`src/rtl/event_debounce.sv`:
```
// Debounces an asynchronous event line and emits one strobe per accepted rising edge.
// Rising edges that arrive while pulses are disabled or inside the holdoff window are counted as drops.
//
// state     | meaning
// LOW       | debounced level 0, waiting for s2=1
// RISE_WAIT | s2 high, counting toward STABLE_CYCLES
// HIGH      | debounced level 1, waiting for s2=0
// FALL_WAIT | s2 low, counting toward STABLE_CYCLES
module event_debounce #(
  parameter int unsigned STABLE_CYCLES  = 4,
  parameter int unsigned HOLDOFF_CYCLES = 16
) (
  input  logic       clk,
  input  logic       reset,
  input  logic       io_raw,
  input  logic       io_en,
  output logic       io_pulse,
  output logic       io_level,
  output logic       io_drop,
  output logic [7:0] io_drop_cnt
);

  localparam logic [7:0] STABLE_LAST = 8'(STABLE_CYCLES - 1);
  localparam logic [7:0] HOLD_LOAD   = 8'(HOLDOFF_CYCLES);
  localparam bit         SINGLE      = (STABLE_CYCLES == 1);

  typedef enum logic [1:0] {LOW, RISE_WAIT, HIGH, FALL_WAIT} state_t;

  state_t     state_q;
  logic       s1_q, s2_q;
  logic [7:0] cnt_q;
  logic [7:0] hold_q;
  logic       pulse_q, drop_q, level_q;
  logic [7:0] drop_cnt_q;

  logic rise_evt;
  logic accept;

  // A debounced rising edge completes on this clock edge.
  assign rise_evt = s2_q && ((state_q == LOW && SINGLE) ||
                             (state_q == RISE_WAIT && cnt_q == STABLE_LAST));
  assign accept   = rise_evt && io_en && (hold_q == 8'd0);

  always_ff @(posedge clk) begin
    if (!reset) begin
      s1_q       <= 1'b0;
      s2_q       <= 1'b0;
      state_q    <= LOW;
      cnt_q      <= 8'd0;
      hold_q     <= 8'd0;
      pulse_q    <= 1'b0;
      drop_q     <= 1'b0;
      level_q    <= 1'b0;
      drop_cnt_q <= 8'd0;
    end else begin
      s1_q    <= io_raw;
      s2_q    <= s1_q;
      pulse_q <= accept;
      drop_q  <= rise_evt && !accept;

      if (accept)
        hold_q <= HOLD_LOAD;
      else if (hold_q != 8'd0)
        hold_q <= hold_q - 8'd1;

      if (rise_evt && !accept && drop_cnt_q != 8'hFF)
        drop_cnt_q <= drop_cnt_q + 8'd1;

      case (state_q)
        LOW: begin
          if (s2_q) begin
            if (SINGLE) begin
              state_q <= HIGH;
              cnt_q   <= 8'd0;
              level_q <= 1'b1;
            end else begin
              state_q <= RISE_WAIT;
              cnt_q   <= 8'd1;
            end
          end
        end
        RISE_WAIT: begin
          if (!s2_q) begin
            state_q <= LOW;
            cnt_q   <= 8'd0;
          end else if (cnt_q == STABLE_LAST) begin
            state_q <= HIGH;
            cnt_q   <= 8'd0;
            level_q <= 1'b1;
          end else begin
            cnt_q <= cnt_q + 8'd1;
          end
        end
        HIGH: begin
          if (!s2_q) begin
            if (SINGLE) begin
              state_q <= LOW;
              cnt_q   <= 8'd0;
              level_q <= 1'b0;
            end else begin
              state_q <= FALL_WAIT;
              cnt_q   <= 8'd1;
            end
          end
        end
        FALL_WAIT: begin
          // A glitch back high abandons the fall silently.
          if (s2_q) begin
            state_q <= HIGH;
            cnt_q   <= 8'd0;
          end else if (cnt_q == STABLE_LAST) begin
            state_q <= LOW;
            cnt_q   <= 8'd0;
            level_q <= 1'b0;
          end else begin
            cnt_q <= cnt_q + 8'd1;
          end
        end
        default: begin
          state_q <= LOW;
          cnt_q   <= 8'd0;
          level_q <= 1'b0;
        end
      endcase
    end
  end

  assign io_pulse    = pulse_q;
  assign io_drop     = drop_q;
  assign io_level    = level_q;
  assign io_drop_cnt = drop_cnt_q;

endmodule

```
`config.mk`:
```
export PLATFORM = sky130hd
export DESIGN_NAME = event_debounce
export DESIGN_NICKNAME = d
export VERILOG_FILES = /design/src/rtl/event_debounce.sv
export SDC_FILE = /design/constraint.sdc
export NUM_CORES = 1
export LEC_CHECK = 0
export ABC_AREA = 0
export CAP_MARGIN = 20
export CORE_MARGIN = 3
export CORE_UTILIZATION = 55
export CTS_CLUSTER_SIZE = 16
export DETAILED_ROUTE_END_ITERATION = 10
export GPL_TIMING_DRIVEN = 0
export PLACE_DENSITY = 0.78
export SYNTH_ARGS = -nofsm -noshare
export SYNTH_HDL_FRONTEND = slang
export SYNTH_SLANG_ARGS = --single-unit
```
`constraint.sdc`:
```
create_clock -name clk -period 2.5 [get_ports clk]
set_clock_uncertainty 0.05 [all_clocks]
set_input_delay 0.5 -clock clk [delete_from_list [all_inputs] [get_ports clk]]
set_output_delay 0.5 -clock clk [all_outputs]
set_load 0.05 [all_outputs]
```
==> images/gates.png <==
Scale: 6 px per um.
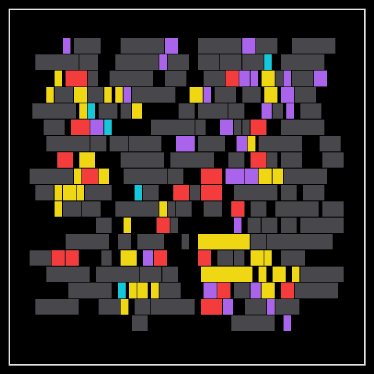
colour	family	cells
cyan	inv cells	5
red	and/or cells	19
purple	nand cells	26
yellow	nor cells	35
fraction of area in multi-input gates: 48.3%
filler-free cell count of the finished design: 221
most common cell after layout, fill and taps aside: sky130_fd_sc_hd__dfxtp_1

==> images/clock_wires.png <==
Scale: 4 px per um.
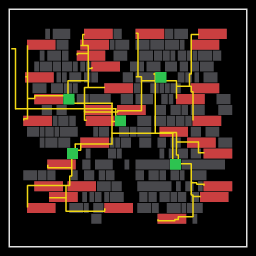
[yellow] clock wires | length: 381 um
[red] flip-flops | count: 31
[green] clock-net drivers | count: 5
routed clock nets	6
flops lie	spread over the die
Clock Power Share: 28.7%
clk_lat worst skew: 0.33 ns
power dissipated in the clock network: 0.412 mW

==> out/results.env <==
STATUS='complete, no violations'
GRTUSAGEMET3_PCT=4.58
FIRST_ITER_VIOLATIONS=64
WL_MET1_UM=1490
YS_SH_XOR_PCT=3.97
FINALSETUPVIOLATIONS=0
AREA_GROWTH_PCT=17.1
POWER.COMBINATIONAL.TOTAL_mW=0.403
ENABLE_FLOP_CELLS=0
POWER_DENSITY_nW_PER_UM2=796
RESIDUAL_DRC=0
POSTLAYOUTCOREUTIL_PCT=70.5
VIAS_IN_THE_FIRST_GLOBAL_ROUTE=1250
POST_SYNTH_MUX_SHARE_PCT=2.59
ASYNC_RESET_FF_SHARE_PCT=0
PERIOD_NEEDED_NS=2.25
CRIT_FAMILY='simple AND/OR/NAND/NOR gates'
TIMING.CRITICAL_PATH.SLOWEST_STAGE_CELL='sky130_fd_sc_hd__or4_1'
YOSYS-STAT-CELLS=169
TIMING.CRITICAL_PATH.FROM='cnt_q[0]'
POSTROUTEWIRELENGTH_UM=3260
POWER_FRAC_COMB_PCT=28.0
MIN_FROM='s1_q'
FINAL_HOLD_VIOL_COUNT=0
SEQ_POWER_SHARE_PCT=43.3
GRT_USE_TOTAL_PCT=20.5
WORST_SLEW_MARGIN_REL_PCT=66.7
MAX-VDD-IR-DROP_mV=0.635
SYNTH-COMPOUND-AREA-SHARE_PCT=15.4
VIA_COUNT=1369
INTERNAL_POWER_mW=0.974
DIE_AREA_UM2=3480
SYNTH_CELLS=169
FIN_SETUP_TNS_NS=0
WORST-ENDPOINT-REQUIRED_NS=2.72
FINAL_MAX_SLEW_VIOL_COUNT=0
DIE-WIDTH_UM=59.0
INITCOREUTIL_PCT=60.2
FINISH.NET_COUNT=198
HOLD_PATH_END='s2_q'
SWITCHING_SHARE_PCT=32.3
POST_CTS_RESIZE_COUNT=0
YS.WARNINGS.COUNT=0
STAGE_LOG_WARNINGS=27
R2R-START='cnt_q[0]'
NUMPORTBUFFERS=14
POST_SYNTH_FA_HA_MAJ_AREA_FRACTION_PCT=3.24
AREA_OF_THE_SYNTHESIZED_NETLIST_PER_YOSYS_STAT_UM2=1550
YOSYS_REGISTER_BITS=31
REG2REG_TO='io_drop_cnt[0]'
CLOCKBUFFERDEPTH=2
GRT_UTIL_MET1_PCT=26.0
ROUTE.DETAILED.WL_PER_INST_UM=14.8
CTS.SINKS=31
DIE.SIZE.Y_UM=59.0
TIMING_WORST_SLEW_PIN_VALUE_NS=0.495
RSZ0062_AT_GRT='no'
DR.PASS1.ITERS=4
PLACE.DETAILED.INSTANCES=213
DETAIL-ROUTE-ANTENNA-NETS=0
CRITPATHCAPTURE='io_drop_cnt[0]'
HPWLAFTERDP_UM=2300
SYN-CELL-AREA_UM2=1550
## cells in the mapped netlist (all sizes together), types with 3 or more instances
cell | n | area (um^2)
clkbuf | 5 | 18.8
o21a | 3 | 22.5
buf | 3 | 13.8
dfxtp | 31 | 621
ha | 4 | 50.1
xnor2 | 5 | 43.8
and3 | 5 | 31.3
inv | 4 | 15.0
nor3 | 4 | 20.0
o211ai | 5 | 37.5
or4 | 5 | 37.5
nand2b | 4 | 25.0
o211a | 4 | 40.0
o31ai | 3 | 22.5
nor2b | 3 | 18.8
nor4 | 6 | 37.5
nand2 | 10 | 37.5
nand3 | 6 | 30.0
nand4 | 4 | 25.0
mux2i | 4 | 40.0
nor2 | 18 | 67.6
a21oi | 4 | 20.0
## area by class of cell
| class | instances | area [um^2] |
|---|---|---|
| buffer | 8 | 32.5 |
| tap | 30 | 37.5 |
| timing repair buffer | 14 | 140 |
| clock inverter | 2 | 35.0 |
| clock buffer | 6 | 51.3 |
| sequential | 31 | 621 |
| fill | 196 | 758 |
| multi-input combinational | 125 | 873 |
| inverter | 5 | 18.8 |
## per-stage QoR
stage	area [um^2]	hold slack, ns	worst slack [ns]	power, mW
6_report	1810	0.396	0.249	1.44
5_1_grt	1810	0.406	0.117	1.52
4_1_cts	1810	0.404	0.253	1.44
3_5_place_dp	1720	0.382	0.254	1.03
3_3_place_gp	1720	0.367	0.314	1.00
2_1_floorplan	1550	0.362	0.505	0.939
## registers in the layout, summed over array words and instances, names as in the netlist, named ones only
register	flops
io_drop	1
s1_q	1
io_pulse	1
io_level	1
hold_q	8
io_drop_cnt	8
cnt_q	8
s2_q	1
state_q	1
Power figures rest on the tool's default switching activity, not on a simulated workload.
